File: src/rtl/motor_pkg.sv
// Types and default PWM geometry shared by the motor-control blocks
// (ramp generator, overcurrent monitor, H-bridge drive).
package motor_pkg;

    typedef enum logic [1:0] {
        ST_RUN   = 2'd0,
        ST_FAULT = 2'd1,
        ST_HOLD  = 2'd2
    } motor_state_e;

    localparam int DUTY_W_DEF = 8;
    localparam int PERIOD_DEF = 255;

endpackage

File: src/rtl/pwm_period_counter.sv
// PWM timebase: a prescaler producing ticks and a period counter running 0..PERIOD-1.
// period_start_o is registered so it is high in the first cycle that cnt_o reads 0.
module pwm_period_counter #(
    parameter int DUTY_W  = 8,
    parameter int PERIOD  = 255,
    parameter int CLK_DIV = 1
) (
    input  logic              clk,
    input  logic              rst_n,
    output logic [DUTY_W-1:0] cnt_o,
    output logic              tick_o,
    output logic              period_start_o
);

    localparam int PW = (CLK_DIV > 1) ? $clog2(CLK_DIV) : 1;

    logic [PW-1:0]     presc_q, presc_d;
    logic [DUTY_W-1:0] cnt_q, cnt_d;
    logic              ps_q, ps_d;

    always_comb begin
        tick_o  = (presc_q == PW'(CLK_DIV - 1));
        presc_d = tick_o ? '0 : presc_q + PW'(1);
        cnt_d   = cnt_q;
        ps_d    = 1'b0;
        if (tick_o) begin
            if (cnt_q == DUTY_W'(PERIOD - 1)) begin
                cnt_d = '0;
                ps_d  = 1'b1;
            end else begin
                cnt_d = cnt_q + DUTY_W'(1);
            end
        end
    end

    always_ff @(posedge clk or negedge rst_n) begin
        if (!rst_n) begin
            presc_q <= '0;
            cnt_q   <= '0;
            ps_q    <= 1'b0;
        end else begin
            presc_q <= presc_d;
            cnt_q   <= cnt_d;
            ps_q    <= ps_d;
        end
    end

    assign cnt_o          = cnt_q;
    assign period_start_o = ps_q;

endmodule

File: src/rtl/pwm_ramp_gen.sv
// Per-motor PWM source: accepts a target duty, slews the applied duty once per period,
// and blanks the output while the overcurrent block holds Enx low plus a holdoff.
module pwm_ramp_gen
    import motor_pkg::*;
#(
    parameter int DUTY_W    = DUTY_W_DEF,
    parameter int PERIOD    = PERIOD_DEF,
    parameter int CLK_DIV   = 1,
    parameter int RAMP_STEP = 16,
    parameter int HOLDOFF   = 2
) (
    input  logic              clk,
    input  logic              rst_n,
    input  logic [DUTY_W-1:0] duty_cmd,
    input  logic              duty_valid,
    output logic              duty_ready,
    input  logic              Enx,
    output logic              PWMx,
    output logic [DUTY_W-1:0] duty_cur,
    output logic              period_start,
    output logic              faulted
);

    localparam int                HW        = $clog2(HOLDOFF + 1) + 1;
    localparam logic [DUTY_W:0]   STEP_X    = (DUTY_W + 1)'(RAMP_STEP);
    localparam logic [DUTY_W:0]   PER_X     = (DUTY_W + 1)'(PERIOD);
    localparam logic [DUTY_W-1:0] PER_LAST  = DUTY_W'(PERIOD - 1);
    localparam logic [HW-1:0]     HOLD_LAST = HW'(HOLDOFF - 1);

    motor_state_e      state_q;
    logic [DUTY_W-1:0] cnt, duty_q, target_q, ramp_d, cmd_clamp;
    logic [DUTY_W:0]   cur_x, tgt_x, diff, over;
    logic [HW-1:0]     hold_q;
    logic              tick, wrap, xfer, ready_q, pwm_q;

    pwm_period_counter #(
        .DUTY_W (DUTY_W),
        .PERIOD (PERIOD),
        .CLK_DIV(CLK_DIV)
    ) u_cnt (
        .clk           (clk),
        .rst_n         (rst_n),
        .cnt_o         (cnt),
        .tick_o        (tick),
        .period_start_o(period_start)
    );

    assign wrap = tick && (cnt == PER_LAST);
    assign xfer = duty_valid && ready_q;

    // Extra bit on both sides so neither the clamp nor the slew can wrap.
    always_comb begin
        over      = PER_X - {1'b0, duty_cmd};
        cmd_clamp = over[DUTY_W] ? DUTY_W'(PERIOD) : duty_cmd;
        cur_x     = {1'b0, duty_q};
        tgt_x     = {1'b0, target_q};
        diff      = '0;
        ramp_d    = duty_q;
        if (tgt_x > cur_x) begin
            diff   = tgt_x - cur_x;
            ramp_d = (diff > STEP_X) ? DUTY_W'(cur_x + STEP_X) : target_q;
        end else if (tgt_x < cur_x) begin
            diff   = cur_x - tgt_x;
            ramp_d = (diff > STEP_X) ? DUTY_W'(cur_x - STEP_X) : target_q;
        end
    end

    always_ff @(posedge clk or negedge rst_n) begin
        if (!rst_n) begin
            state_q  <= ST_RUN;
            duty_q   <= '0;
            target_q <= '0;
            ready_q  <= 1'b1;
            hold_q   <= '0;
            pwm_q    <= 1'b0;
        end else begin
            pwm_q <= 1'b0;
            if (xfer) begin
                target_q <= cmd_clamp;
                ready_q  <= 1'b0;
            end else if (wrap) begin
                ready_q  <= 1'b1;
            end
            case (state_q)
                ST_RUN: begin
                    if (!Enx) begin
                        state_q <= ST_FAULT;
                        duty_q  <= '0;
                    end else begin
                        pwm_q <= (cnt < duty_q);
                        if (wrap) duty_q <= ramp_d;
                    end
                end
                ST_FAULT: begin
                    if (Enx) begin
                        state_q <= ST_HOLD;
                        hold_q  <= '0;
                    end
                end
                ST_HOLD: begin
                    if (!Enx) begin
                        state_q <= ST_FAULT;
                        hold_q  <= '0;
                    end else if (wrap) begin
                        hold_q <= hold_q + HW'(1);
                        if (hold_q == HOLD_LAST) state_q <= ST_RUN;
                    end
                end
                default: begin
                    state_q <= ST_FAULT;
                    duty_q  <= '0;
                end
            endcase
        end
    end

    assign duty_ready = ready_q;
    assign PWMx       = pwm_q;
    assign duty_cur   = duty_q;
    assign faulted    = (state_q != ST_RUN);

endmodule

File: config.mk
export PLATFORM = sky130hd
export DESIGN_NAME = pwm_ramp_gen
export DESIGN_NICKNAME = d
export VERILOG_FILES = /design/src/rtl/motor_pkg.sv /design/src/rtl/pwm_period_counter.sv /design/src/rtl/pwm_ramp_gen.sv
export SDC_FILE = /design/constraint.sdc
export NUM_CORES = 1
export LEC_CHECK = 0
export CAP_MARGIN = 20
export CORE_UTILIZATION = 60
export DETAILED_ROUTE_END_ITERATION = 8
export GPL_TIMING_DRIVEN = 0
export PLACE_DENSITY = 0.82
export SLEW_MARGIN = 20
export SYNTH_ARGS = -nofsm -noshare
export SYNTH_HDL_FRONTEND = slang
export SYNTH_SLANG_ARGS = --single-unit
File: constraint.sdc
create_clock -name clk -period 5.65 [get_ports clk]
set_input_delay 1.13 -clock clk [delete_from_list [all_inputs] [get_ports clk]]
set_output_delay 1.13 -clock clk [all_outputs]
set_load 0.02 [all_outputs]
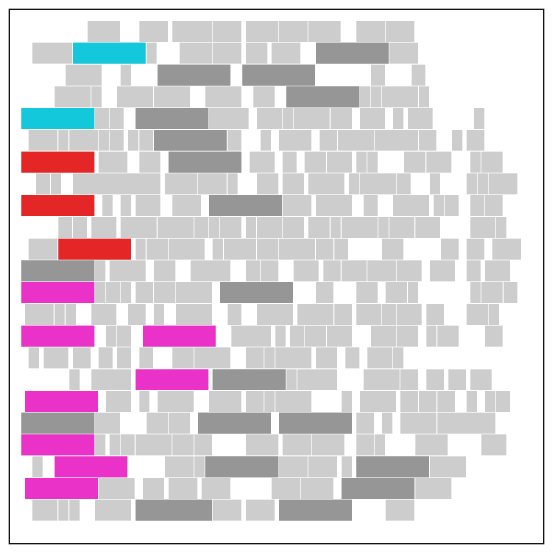
Figure 1: run 1, register map, names as in the netlist.
Drawn at 8 px/µm. Other sequential cells in the stronger grey, the rest of the logic in the fainter grey.
[magenta] `u_cnt.cnt_o` | sequential cells: 8
[red] `hold_q` | sequential cells: 3
[cyan] `state_q` | sequential cells: 2
not coloured: 19

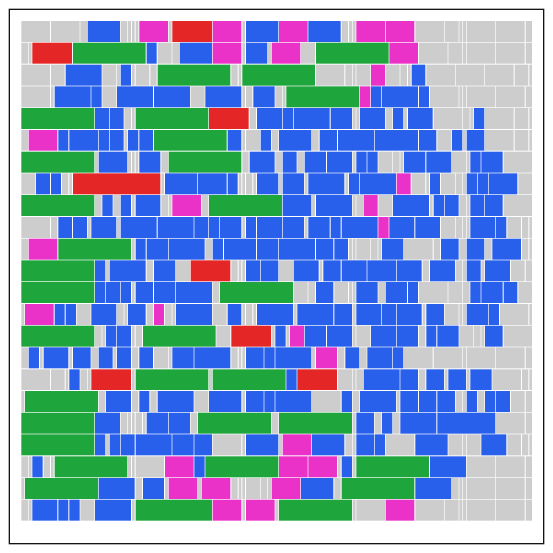
Figure 2: run 1, cells coloured by class.
Drawn at 8 px/µm. Fill, decap, tap and diode cells in grey.
[blue] remaining logic cells | cells: 228
[red] clock drivers and dummy loads | cells: 8
[green] registers | cells: 32
[magenta] remaining buffers and delay cells | cells: 30
end-of-flow core utilization: 0.730
row count: 23
final instance area: 2920 µm²

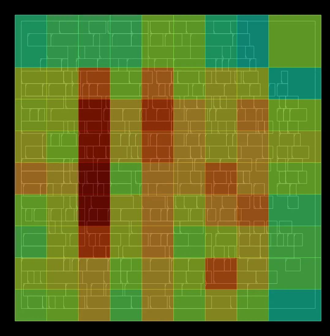
Figure 3: run 1, congestion heat map.
met3 usage: 0.0531
GR Util All Layers: 0.269
GRT met2 Usage: 0.452
grt peak-use layer: met2
WL/cell: 15.4 µm

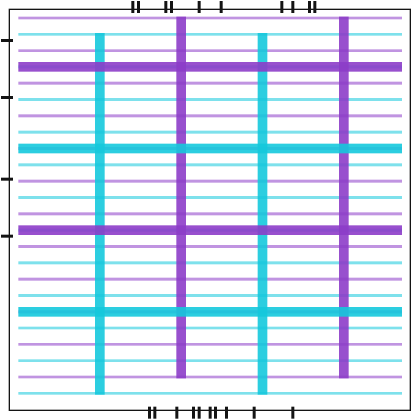
Figure 4: run 1, floorplan with the power grid.
Drawn at 6 px/µm. Pins as bars on the die edge.
[purple] VDD
[cyan] VSS
met5 straps: 4
met4 straps: 4
met1 rails: 24

## run 1: power breakdown
| part | switching, mW | total [mW] | internal, mW | leakage [nW] |
|---|---|---|---|---|
| logic | 0.0681 | 0.112 | 0.0442 | 0.854 |
| clock network | 0.0815 | 0.237 | 0.155 | 0.0645 |
| registers | 0.00482 | 0.241 | 0.236 | 0.424 |
## run 1: worst max-delay path by stage
stage                   to  depth (start not counted)   startpoint  slack [ns]
3_3_place_gp   duty_cur[1]                         10  duty_cur[0]        2.59
5_1_grt        duty_cur[2]                         10  duty_cur[0]        2.33
2_1_floorplan  duty_cur[0]                         11  duty_cur[6]        2.78
6_report       duty_cur[3]                         12  duty_cur[6]        2.50
4_1_cts        duty_cur[3]                         10  duty_cur[0]        2.54
3_5_place_dp   duty_cur[3]                         12  duty_cur[6]        2.57
==> ci_impl_report.md, run 1 <==
## Implementation flow summary

| Metric | Value |
|---|---|
| Setup fix buffers added after clock tree synthesis | 0 |
| Syn-to-layout area delta | 16.5% |
| Unrepaired setup endpoints after global routing | false |
| GRT overflow | 0 |
| Chip area | around 4400 µm² |
| Port Buffers | 23 |
| Area leader share | 0.310 |
| Num CTS Buffers | 5 |
| TritonCTS clock tree | built |
| Synth mux share | 0.0604 |
| Final sequential cell count | 32 |
| WP buf/inv | 3 |
| Worst Hold Class | flip-flop to flip-flop |
| Comb gates | ~200 |
| Worst path required time | ~5.9 ns |
| Cells after synthesis | ~270 |
| Routed vias/inst | 5.86 |
| Clock buf count | 7 |
| Met3 Wirelength | 162 µm |
| Data-path buffer share of cell area in the final layout | 0.0887 |
| Static leakage | 1.34 nW |
| Cell variety after synth | 57 |
| RR Startpoint | duty_cur[6] |
| Yosys warns | 0 |
| Area fraction in compound gates | 0.196 |
| Ports | 24 |
| Gpl congestion | around 0.86 |
| Net Count, Synth | 314 |
| CP Cell Sequence | clkbuf_1 > inv_1 > ha_1 > buf_2 > a211o_1 > o22a_1 > o31ai_1 > xor2_1 > nand4b_1 > nand2_2 > or3b_4 > o22ai_1 |
| Tot Pwr | 0.590 mW |
| TAP cells | around 50 |
| Status | finished, final reports clean |
| Insertion Delay late pin | between 0.2 and 0.3 ns |
| Synth top cell by count | ha_1 |
| Placed cell count | 340 |
| R2R depth | 12 |
| Nets | 344 |
| Hpwl dp | ~4.1 mm |
| Async set-reset flop share out of synthesis | 1.00 |
| DP Worst Slack | between 2 and 3 ns |
| Met2 wire length | 2.69 mm |
| Layout cells sized above 1 | 0.0940 |
| FILL cells | 292 |
| Maximum VDD drop | roughly 210 µV |
| Crit. End Element | flip-flop |
| Nonclk inv count | 25 |
| Largest net degree at the start of global routing | 33 |
| Crit path max-delay family | simple AND/OR/NAND/NOR gates |
| Vias in the first global route | 2013 |
| Post-synth EDFFs | 0 |
| Post-synthesis simple-gate area fraction | 0.146 |
| Crit path kind | flip-flop to flip-flop |
| Slew margin rel. | 0.535 |
| Min-Delay Endpoint | hold_q[2] |
| Cell area leaders | dfrtp_1 31%, ha_1 17%, mux2_2 4.0% |
| Tcrit/Tclk final | 0.557 |
| Final slew viol count | 0 |
| Startpoint Class | flip-flop |
| Hold Fails Final Rpt | 0 |
| Most frequent logic cell in the layout | ha_1 |
| Wire length of the first global-routing pass | slightly below 9 mm |
| Worst-case clock buffer depth | 2 |
| Clock root cell | clkbuf_8 |
| Post-synth top cells | 34 x ha_1, 31 x dfrtp_1, 25 x inv_1 |
| Final clock-cell share | 0.0433 |
| Initial antenna violation count | 0 |
| Adder Area Share | 0.178 |
Figure 5. Clock distribution (run 1).
Drawn at 8 px/µm.
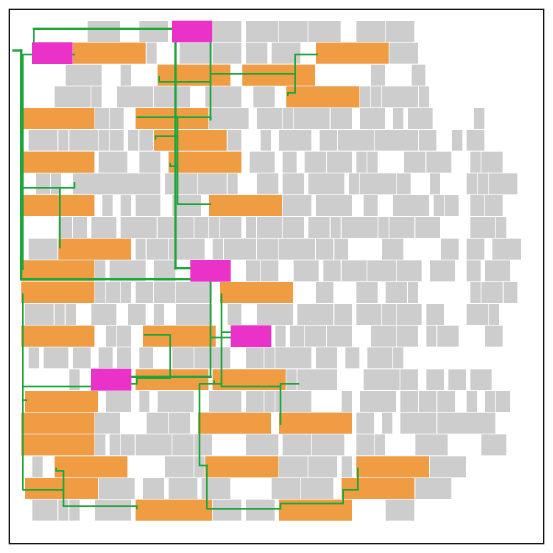

## Run 2: what changed since run 1
Settings changed: CORE_UTILIZATION 60 to 58, PLACE_DENSITY 0.82 to 0.8.
Clock period 5.65 ns to 2.9 ns, I/O delays scaled along.
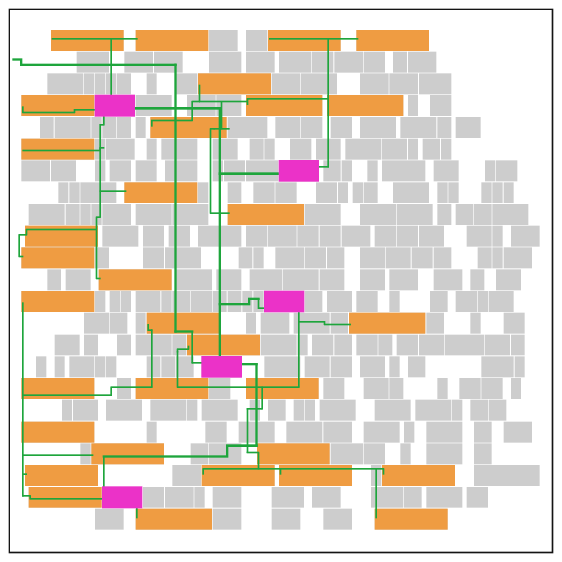
Figure 6: run 2, clock distribution.
Drawn at 8 px/µm.
[green] clock wires | length: 483 µm
[orange] flip-flops | count: 32
[magenta] clock-net drivers | count: 5
flops lie: all over the die
routed clock nets: 6
clock power share: 0.335
clock skew: 0.00529 ns
Insertion Delay late pin: 0.29 ns
P_clk: 0.362 mW

==> ci_impl_report.md, run 2 <==
## Implementation flow summary

| Metric | Value |
|---|---|
| Slew margin rel. | 0.513 (was 0.535) |
| Most frequent logic cell in the layout | ha_1 (unchanged) |
| Cells after synthesis | 267 (unchanged) |
| Status | finished, final reports clean (unchanged) |
| Crit path kind | flip-flop to flip-flop (unchanged) |
| Async set-reset flop share out of synthesis | 1.00 (unchanged) |
| Top power group | registers (unchanged) |
| GRT overflow | 0 (unchanged) |
| Chip area | 4590 µm² (was 4440 µm²) |
| Post-synth top cells | 34 x ha_1, 31 x dfrtp_1, 25 x inv_1 (unchanged) |
| Comb pwr share | 0.229 (was 0.190) |
| Power share of the sequential group | 0.436 (was 0.408) |
| WP buf/inv | 1 (was 3) |
| Largest net degree at the start of global routing | 33 (unchanged) |
| Critical Path Stages | 10 (was 12) |
| Nets | 351 (was 344) |
| TritonCTS clock tree | built (unchanged) |
| Hold Fails Final Rpt | 0 (unchanged) |
| Switch share | 0.308 (was 0.262) |
| P_sw | 0.333 mW (was 0.154 mW) |
| Static leakage | 1.37 nW (was 1.34 nW) |
| Worst Hold Class | input pin to async pin (was flip-flop to flip-flop) |
| Internal Pwr Total | 0.748 mW (was 0.436 mW) |
| Vias in the first global route | 1866 (was 2013) |
| Met2 wire length | 2.77 mm (was 2.69 mm) |
| Initial antenna violation count | 0 (unchanged) |
| Crit path max-delay family | AND-OR/OR-AND gates (was simple AND/OR/NAND/NOR gates) |
| Tcrit/Tclk final | 0.982 (was 0.557) |
| WL/cell | 16.0 µm (was 15.4 µm) |
| Routed vias/inst | 5.84 (was 5.86) |
| Cell area leaders | dfrtp_1 31%, ha_1 17%, mux2_2 4.0% (unchanged) |
| Syn-to-layout area delta | 19.9% (was 16.5%) |
| Tot Pwr | 1.08 mW (was 0.590 mW) |
| Cell variety after synth | 57 (unchanged) |
| End-of-flow core utilization | 0.735 (was 0.730) |
| Ports | 24 (unchanged) |
| CP Cell Sequence | inv_2 > ha_1 > nor2b_1 > o221a_1 > o311a_1 > o21ai_2 > a21boi_1 > a21boi_0 > a221oi_1 > a21o_1 (was clkbuf_1 > inv_1 > ha_1 > buf_2 > a211o_1 > o22a_1 > o31ai_1 > xor2_1 > nand4b_1 > nand2_2 > or3b_4 > o22ai_1) |
| Port Buffers | 23 (unchanged) |
| Yosys warns | 0 (unchanged) |
| GRT met2 Usage | 0.429 (was 0.452) |
| Met3 Wirelength | 186 µm (was 162 µm) |
| Maximum VDD drop | 508 µV (was 207 µV) |
| Net Count, Synth | 314 (unchanged) |
| Startpoint Class | flip-flop (unchanged) |
| Grt peak-use layer | met2 (unchanged) |
| GR Util All Layers | 0.261 (was 0.269) |
| FILL cells | 307 (was 292) |
| Final slew viol count | 0 (unchanged) |
| Row count | 23 (unchanged) |
| Setup fix buffers added after clock tree synthesis | 2 (was 0) |
| Area leader share | 0.310 (unchanged) |
| Worst path required time | 3.08 ns (was 5.85 ns) |
| Clock root cell | clkbuf_8 (unchanged) |
| Placed cell count | 340 (unchanged) |
| DP Worst Slack | -0.185 ns (was 2.57 ns) |
| Layout cells sized above 1 | 0.177 (was 0.0940) |
| Wire length of the first global-routing pass | 8.65 mm (was 8.95 mm) |
| Final instance area | 3000 µm² (was 2920 µm²) |
==> run 2: kinds of logic after synthesis <==
| kind of cell | Yosys count | share of synthesized area |
|---|---|---|
| AND-OR/OR-AND | 68 | 0.196 |
| AND/OR/NAND/NOR | 72 | 0.146 |
| multiplexers | 14 | 0.0604 |
| buffers and inverters | 32 | 0.0509 |
| XOR/XNOR | 14 | 0.0490 |
| flip-flops | 32 | 0.320 |
| adder cells (fa/ha/maj) | 35 | 0.178 |
==> run 2: final cells by class <==
type | count | area (µm²) | area share
plain buffers | 5 | 31.3 | 0.0104
flip-flops and latches | 32 | 808 | 0.269
repair buffers | 32 | 293 | 0.0975
well taps | 50 | 62.6 | 0.0208
multi-input cells | 203 | 1620 | 0.541
clock buffers | 8 | 90.1 | 0.0300
inverters | 25 | 93.8 | 0.0313
Figure 7. Register map, names as in the netlist (run 2).
Drawn at 6 px/µm. Other sequential cells in the stronger grey, the rest of the logic in the fainter grey.
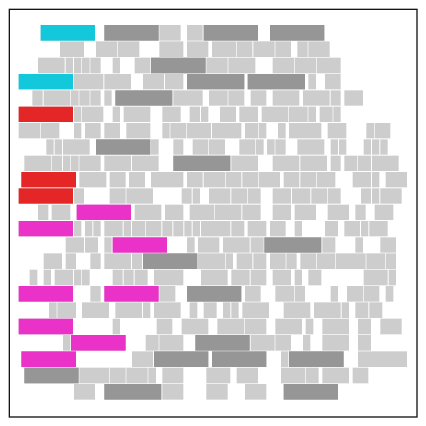

## Run 3: what changed since run 2
Settings changed: CORE_UTILIZATION 58 to 45, PLACE_DENSITY 0.8 to 0.64.
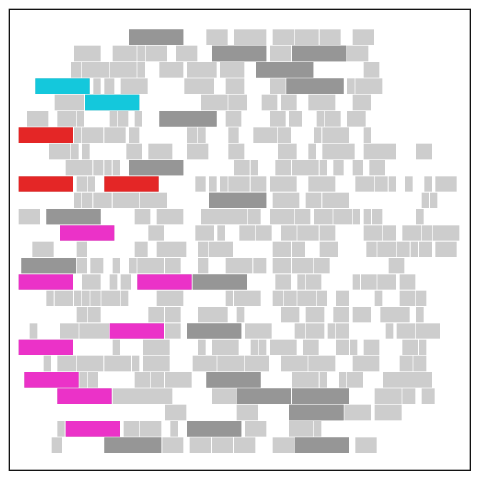
Figure 8: run 3, register map, names as in the netlist.
Drawn at 6 px/µm. Other sequential cells in the stronger grey, the rest of the logic in the fainter grey.
[magenta] `u_cnt.cnt_o` | sequential cells: 8
[cyan] `state_q` | sequential cells: 2
[red] `hold_q` | sequential cells: 3

==> ci_impl_report.md, run 3 <==
## Implementation flow summary

| Metric | Value |
|---|---|
| Routed vias/inst | 5.41 (was 5.84) |
| Top power group | registers (unchanged) |
| Post-synth top cells | 34 x ha_1, 31 x dfrtp_1, 25 x inv_1 (unchanged) |
| Largest net degree at the start of global routing | 22 (was 33) |
| Clock power share | 0.324 (was 0.335) |
| Tcrit/Tclk final | 0.959 (was 0.982) |
| Power Combinational | 0.257 mW (was 0.247 mW) |
| Final instance area | 3090 µm² (was 3000 µm²) |
| TAP cells | 70 (was 50) |
| P_clk | 0.348 mW (was 0.362 mW) |
| Nets | 353 (was 351) |
| Tot Pwr | 1.07 mW (was 1.08 mW) |
| Insertion Delay late pin | 0.28 ns (was 0.29 ns) |
| Unrepaired setup endpoints after global routing | true |
| Net Count, Synth | 314 (unchanged) |
| Data-path buffer share of cell area in the final layout | 0.115 (was 0.108) |
| Status | finished, final reports clean (unchanged) |
| Worst-case clock buffer depth | 2 (unchanged) |
| End-of-flow core utilization | 0.591 (was 0.735) |
| Num CTS Buffers | 5 (unchanged) |
| Top class by area | logic gates (unchanged) |
| Hpwl dp | 4.24 mm (was 4.12 mm) |
| FILL cells | 447 (was 307) |
| R2R depth | 10 (unchanged) |
| Worst Hold Class | input pin to async pin (unchanged) |
| CP Cell Sequence | inv_1 > ha_1 > clkbuf_4 > a221oi_1 > o21ai_0 > nor4_2 > nand4b_1 > nand2_2 > or3b_4 > o22ai_2 (was inv_2 > ha_1 > nor2b_1 > o221a_1 > o311a_1 > o21ai_2 > a21boi_1 > a21boi_0 > a221oi_1 > a21o_1) |
| Comb pwr share | 0.239 (was 0.229) |
| Chip area | 5870 µm² (was 4590 µm²) |
| Logic area | 1650 µm² (was 1620 µm²) |
| P_sw | 0.315 mW (was 0.333 mW) |
| Crit path kind | flip-flop to flip-flop (unchanged) |
| Final slew viol count | 0 (unchanged) |
| Clock root cell | clkbuf_8 (unchanged) |
| Setup crit end | duty_cur[3] (was duty_cur[6]) |
| Cell variety after synth | 57 (unchanged) |
| Final clock-cell share | 0.0291 (was 0.0300) |
| Initial antenna violation count | 0 (unchanged) |
| Power share of the sequential group | 0.437 (was 0.436) |
| Crit. End Element | flip-flop (unchanged) |
| Wire length of the first global-routing pass | 9.63 mm (was 8.65 mm) |
| Slew margin rel. | 0.686 (was 0.513) |
| Cell area leaders | dfrtp_1 31%, ha_1 17%, mux2_2 4.0% (unchanged) |
| Crit path max-delay family | simple AND/OR/NAND/NOR gates (was AND-OR/OR-AND gates) |
| Row count | 26 (was 23) |
| P_seq | 0.470 mW (was 0.472 mW) |
| Nonclk inv count | 25 (unchanged) |
| Startpoint Class | flip-flop (unchanged) |
| Placed cell count | 361 (was 340) |
| Comb gates | 203 (unchanged) |
| Critical Path Stages | 10 (unchanged) |
| Reg area | 808 µm² (unchanged) |
| WP buf/inv | 2 (was 1) |
| WL/cell | 15.0 µm (was 16.0 µm) |
| Setup fix buffers added after clock tree synthesis | 3 (was 2) |
| Hold Fails Final Rpt | 0 (unchanged) |
| Post-synth EDFFs | 0 (unchanged) |
| Static leakage | 1.39 nW (was 1.37 nW) |
| Cells after synthesis | 267 (unchanged) |
| Critical path origin | duty_cur[4] (was duty_cur[1]) |
| GR Util All Layers | 0.206 (was 0.261) |
| Switch share | 0.293 (was 0.308) |
| Worst path required time | 3.10 ns (was 3.08 ns) |
| DP Worst Slack | -0.234 ns (was -0.185 ns) |
| Flop share of the area | 0.261 (was 0.269) |
| TritonCTS clock tree | built (unchanged) |
| Internal Pwr Total | 0.759 mW (was 0.748 mW) |
| Clock buf count | 8 (unchanged) |
| Most frequent logic cell in the layout | ha_1 (unchanged) |
| Layout cells sized above 1 | 0.186 (was 0.177) |
| Synth top cell by count | ha_1 (unchanged) |
| Async set-reset flop share out of synthesis | 1.00 (unchanged) |
| Port Buffers | 23 (unchanged) |
| Final sequential cell count | 32 (unchanged) |
-- run 3: netlist changes by cell type in the layout (fill, tap and decap cells not counted), sizes merged --
cell	before	now
clkbuf	11	10
buf	12	15
-- run 3: cells by family (layout without fill, tap and decap cells) --
| family | count (synthesis) | count (layout) | share of synthesized area |
|---|---|---|---|
| compound gates | 68 | 68 | 0.196 |
| simple gates | 72 | 72 | 0.146 |
| flops | 32 | 32 | 0.320 |
| mux | 14 | 14 | 0.0604 |
| fa+ha+maj | 35 | 35 | 0.178 |
| buf+inv | 32 | 72 | 0.0509 |
| xor+xnor | 14 | 14 | 0.0490 |
-- run 3: metal layers --
layer  vias up  GRT usage  share of wire
li1       1035          -              -
met1       966      0.277           0.48
met2        32      0.330           0.47
met3         7     0.0383          0.032
met4         0     0.0769          0.019
met5         -          0              0
Power figures rest on the tool's default switching activity, not on a simulated workload.
